File: src/rtl/am_sdr_1bit_rx.sv
// 1-bit direct-sampling AM receiver: square-wave quadrature NCO mixer, CIC decimator per
// channel, max+min/2 envelope detector, parallel and PWM audio outputs.
module am_sdr_1bit_rx #(
  parameter int PHASE_W   = 24,
  parameter int CIC_ORDER = 3,
  parameter int DEC_LOG2  = 8,
  parameter int OUT_W     = 8
) (
  input  logic               clk,
  input  logic               rst_n,
  input  logic               rf_in,
  input  logic [PHASE_W-1:0] tune_word,
  input  logic               tune_load,
  input  logic               pwm_en,
  output logic [OUT_W-1:0]   mag_out,
  output logic               mag_valid,
  output logic               pwm_out
);

  localparam int N = CIC_ORDER;
  localparam int W = CIC_ORDER * DEC_LOG2 + 2;

  logic [PHASE_W-1:0]  phase, tune_reg;
  logic [DEC_LOG2-1:0] dec_cnt;
  logic [OUT_W-1:0]    pwm_cnt;

  logic [W-1:0] integ_i [N];
  logic [W-1:0] integ_q [N];
  logic [W-1:0] dly_i   [N];
  logic [W-1:0] dly_q   [N];
  logic [W-1:0] comb_i  [N];
  logic [W-1:0] comb_q  [N];
  logic [N-1:0] comb_vld;

  logic [W-2:0] abs_i, abs_q;
  logic         abs_vld;

  logic         lo_i, lo_q, pi, pq, tick;
  logic [W-1:0] x_i, x_q, neg_i, neg_q;
  logic [W-2:0] abs_next_i, abs_next_q, mx, mn, mag_sum;

  assign lo_i = phase[PHASE_W-1];
  assign lo_q = phase[PHASE_W-1] ^ phase[PHASE_W-2];
  assign pi   = rf_in ^ lo_i;
  assign pq   = rf_in ^ lo_q;
  // product bit 0 is +1, 1 is -1
  assign x_i  = pi ? {W{1'b1}} : W'(1);
  assign x_q  = pq ? {W{1'b1}} : W'(1);
  assign tick = (dec_cnt == {DEC_LOG2{1'b1}});

  always_ff @(posedge clk or negedge rst_n) begin
    if (!rst_n) begin
      phase    <= '0;
      tune_reg <= '0;
      dec_cnt  <= '0;
      pwm_cnt  <= '0;
      pwm_out  <= 1'b0;
    end else begin
      phase   <= phase + tune_reg;
      if (tune_load) tune_reg <= tune_word;
      dec_cnt <= dec_cnt + DEC_LOG2'(1);
      pwm_cnt <= pwm_cnt + OUT_W'(1);
      pwm_out <= pwm_en & (pwm_cnt < mag_out);
    end
  end

  always_ff @(posedge clk or negedge rst_n) begin
    if (!rst_n) begin
      for (int k = 0; k < N; k++) begin
        integ_i[k] <= '0;
        integ_q[k] <= '0;
      end
    end else begin
      integ_i[0] <= integ_i[0] + x_i;
      integ_q[0] <= integ_q[0] + x_q;
      for (int k = 1; k < N; k++) begin
        integ_i[k] <= integ_i[k] + integ_i[k-1];
        integ_q[k] <= integ_q[k] + integ_q[k-1];
      end
    end
  end

  // first comb stage consumes the last integrator directly on the tick
  always_ff @(posedge clk or negedge rst_n) begin
    if (!rst_n) begin
      comb_vld <= '0;
      for (int k = 0; k < N; k++) begin
        dly_i[k]  <= '0;
        dly_q[k]  <= '0;
        comb_i[k] <= '0;
        comb_q[k] <= '0;
      end
    end else begin
      comb_vld[0] <= tick;
      for (int k = 1; k < N; k++) comb_vld[k] <= comb_vld[k-1];
      if (tick) begin
        comb_i[0] <= integ_i[N-1] - dly_i[0];
        comb_q[0] <= integ_q[N-1] - dly_q[0];
        dly_i[0]  <= integ_i[N-1];
        dly_q[0]  <= integ_q[N-1];
      end
      for (int k = 1; k < N; k++) begin
        if (comb_vld[k-1]) begin
          comb_i[k] <= comb_i[k-1] - dly_i[k];
          comb_q[k] <= comb_q[k-1] - dly_q[k];
          dly_i[k]  <= comb_i[k-1];
          dly_q[k]  <= comb_q[k-1];
        end
      end
    end
  end

  always_comb begin
    neg_i      = -comb_i[N-1];
    neg_q      = -comb_q[N-1];
    abs_next_i = comb_i[N-1][W-1] ? neg_i[W-2:0] : comb_i[N-1][W-2:0];
    abs_next_q = comb_q[N-1][W-1] ? neg_q[W-2:0] : comb_q[N-1][W-2:0];
    if (abs_i >= abs_q) begin
      mx = abs_i;
      mn = abs_q;
    end else begin
      mx = abs_q;
      mn = abs_i;
    end
    mag_sum = mx + (mn >> 1);
  end

  always_ff @(posedge clk or negedge rst_n) begin
    if (!rst_n) begin
      abs_i     <= '0;
      abs_q     <= '0;
      abs_vld   <= 1'b0;
      mag_out   <= '0;
      mag_valid <= 1'b0;
    end else begin
      abs_vld   <= comb_vld[N-1];
      if (comb_vld[N-1]) begin
        abs_i <= abs_next_i;
        abs_q <= abs_next_q;
      end
      mag_valid <= abs_vld;
      if (abs_vld) mag_out <= mag_sum[W-2 -: OUT_W];
    end
  end

endmodule

File: config.mk
export PLATFORM = sky130hd
export DESIGN_NAME = am_sdr_1bit_rx
export DESIGN_NICKNAME = d
export VERILOG_FILES = /design/src/rtl/am_sdr_1bit_rx.sv
export SDC_FILE = /design/constraint.sdc
export NUM_CORES = 2
export LEC_CHECK = 0
export CORE_AREA = 4 4 296 226
export DETAILED_ROUTE_END_ITERATION = 6
export DIE_AREA = 0 0 300 230
export HOLD_SLACK_MARGIN = 0.03
export PLACE_DENSITY = 0.88
export SYNTH_ARGS = -nofsm -noshare
export SYNTH_HDL_FRONTEND = slang
export SYNTH_SLANG_ARGS = --single-unit
File: constraint.sdc
create_clock -name clk -period 5.1 [get_ports clk]
set_clock_uncertainty 0.1 [all_clocks]
set_input_delay 1.275 -clock clk [delete_from_list [all_inputs] [get_ports clk]]
set_output_delay 1.275 -clock clk [all_outputs]
set_load 0.01 [all_outputs]
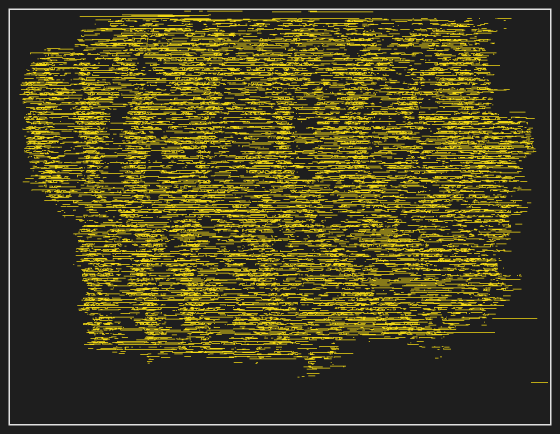
(images/layer_met1.png)
The wires run mostly horizontal. The layer holds 49% of the routed length. The layer carries 37.1 mm of wire.

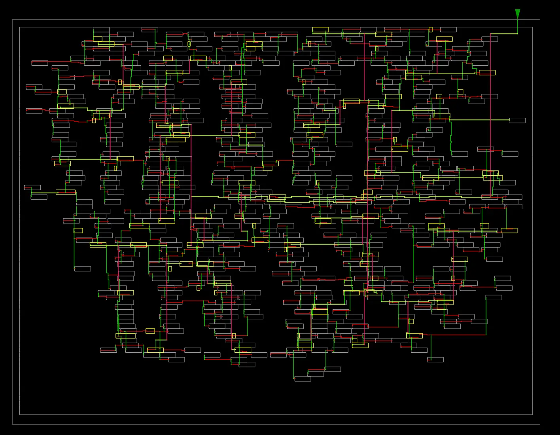
(images/clocks.png)
Clock Power: 4.39 mW
clock sink count: 596

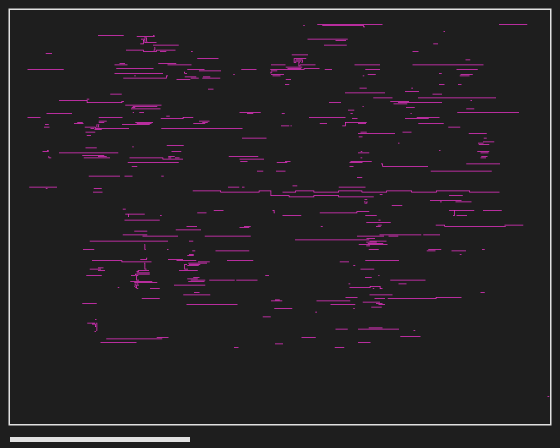
(images/layer_met3.png)
The bar under the picture is 100 um long.
The layer holds 4.2% of the routed length. The wires run mostly horizontal. 268 nets have wire on it. The layer carries 3210 um of wire. The longest straight run is 44.9 um.

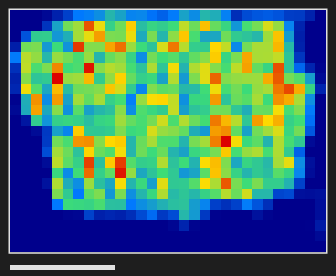
(images/metal_density.png)
The bar under the picture is 100 um long. The die is cut into 30 by 23 equal tiles; dark blue is low, red is high, scaled to the fullest tile. Values are wire area over tile area, all layers added.
The mean over all tiles is 0.17. 24% of the tiles are nearly empty. 38% of the tiles are over half the peak.

==> deck_impl_summary.md <==
Key Metrics from the Run

Global routing
  – Vias in the first global route: 27100
  – Overflow after GRT: 0

Worst setup path
  – CP Launch Point: abs_q[24]
  – Critical Path Fanout Max: 18
  – Data arrival, critical path: 5.10 ns
  – Slowest cell on crit path: dfrtp_1
  – Critical path capture point type: register
  – R2R depth: 19
  – Setup crit start kind: register
  – Setup crit end: mag_out[7]
  – Delay-heaviest family, CP: AND-OR/OR-AND gates

STA
  – Slew Viols, Final: 0
  – RSZ-0062 raised after global routing: no
  – Max Freq: 212 MHz
  – Period minus WS final: between 4 and 5 ns
  – Hold slack: 0.382 ns
  – Final setup viols: 0

Flow run
  – # Max-Cap Violations: 0

Layout
  – # clk buffers: 83
  – Logic area: around 21000 sq um
  – ANT cells: 0
  – Final nets: 4326
  – Largest cell class by area: multi-input combinational cells
  – Seq cells: 596
  – Combinational share of cell area: 0.510

Synthesis
  – Largest cells by area after synthesis: dfrtp_1 41%, ha_1 13%, o21ai_0 5.3%
  – Cell taking the most area after synthesis: dfrtp_1
  – Flops & latches, synth: 596
  – Chip Area, Yosys: 36800 sq um
  – Count leader, synth: dfrtp_1
  – Syn nets: 4268
  – Post-synthesis average cell area: 9.57 sq um

Placed design
  – DP Wirelength: 54.5 mm
  – GPL Wtd Cong: 0.886

Hold path
  – Hold endpoint: dec_cnt[0]
  – HP Class: reg -> reg
  – Hold path startpoint: dec_cnt[0]

Floorplanning
  – # IOs: 39
  – # Taps: about 870

CTS
  – TritonCTS Buffers: 57

Status
  – Status: finished, final reports clean

Routing
  – Post-DRT Antenna Nets: 0
  – Avg WL per Cell: 15.8 um
  – Total wire length: roughly 76 mm
  – DRC Markers: 0
  – Violation tally from detailed-route iteration zero: 2307
-- cells by family after synthesis --
group	Yosys count	synth area share
muxes	155	0.0470
xor gates and xnor gates	357	0.0849
adders and majority gates	393	0.136
buffers and inverters	362	0.0375
and+or+nand+nor	931	0.115
AOI/OAI and AO/OA	1052	0.174
DFF	596	0.405
-- cell usage in the layout (no fill, tap or decap), drive strengths merged, types with 19 or more instances in the layout --
master and n:
dfrtp 596, nand2 403, o21ai 393, ha 380, inv 281, a21oi 274, xnor2 216, nor2 209
mux2 141, xor2 141, a21o 108, clkbuf 83, o21a 52, nand3 49, nor3 48, nor2b 47
buf 46, nand2b 40, clkdlybuf4s50 37, and3 32, a211oi 30, o21bai 29, o31ai 26, or2 20
o211ai 19, a31oi 19
-- what timing repair did --
item                       CTS  global route
gates resized                0             1
hold buffers                 0             0
buffers inserted             0             0
setup endpoints to repair    0             1
-- routing by layer --
metal / share of wire / wire length (um) / global-route usage
met2: 0.45 / 34500 / 0.357
met4: 0.019 / 1460 / 0.0528
met1: 0.49 / 37100 / 0.325
met5: 0 / 0 / 0
met3: 0.042 / 3210 / 0.0258
-- per-stage QoR --
stage / util / cell area, sq um / instances / setup TNS [ns]
after global placement: 0.598 / 38400 / 4716 / -0.141
after global routing: 0.628 / 40400 / 4823 / 0
after floorplan: - / 36900 / 3846 / 0
final: 0.628 / 40400 / 4823 / 0
after detailed placement: 0.598 / 38400 / 4716 / -0.251
after CTS: 0.628 / 40400 / 4823 / 0
-- report_power, final --
group          total, mW  internal, mW  switching [mW]
Sequential          6.41          5.73           0.682
Combinational       12.6          5.83            6.80
Clock               4.39          2.51            1.88
Total               23.4          14.1            9.36
No activity file was given, so power comes from the tool's default toggle rates.
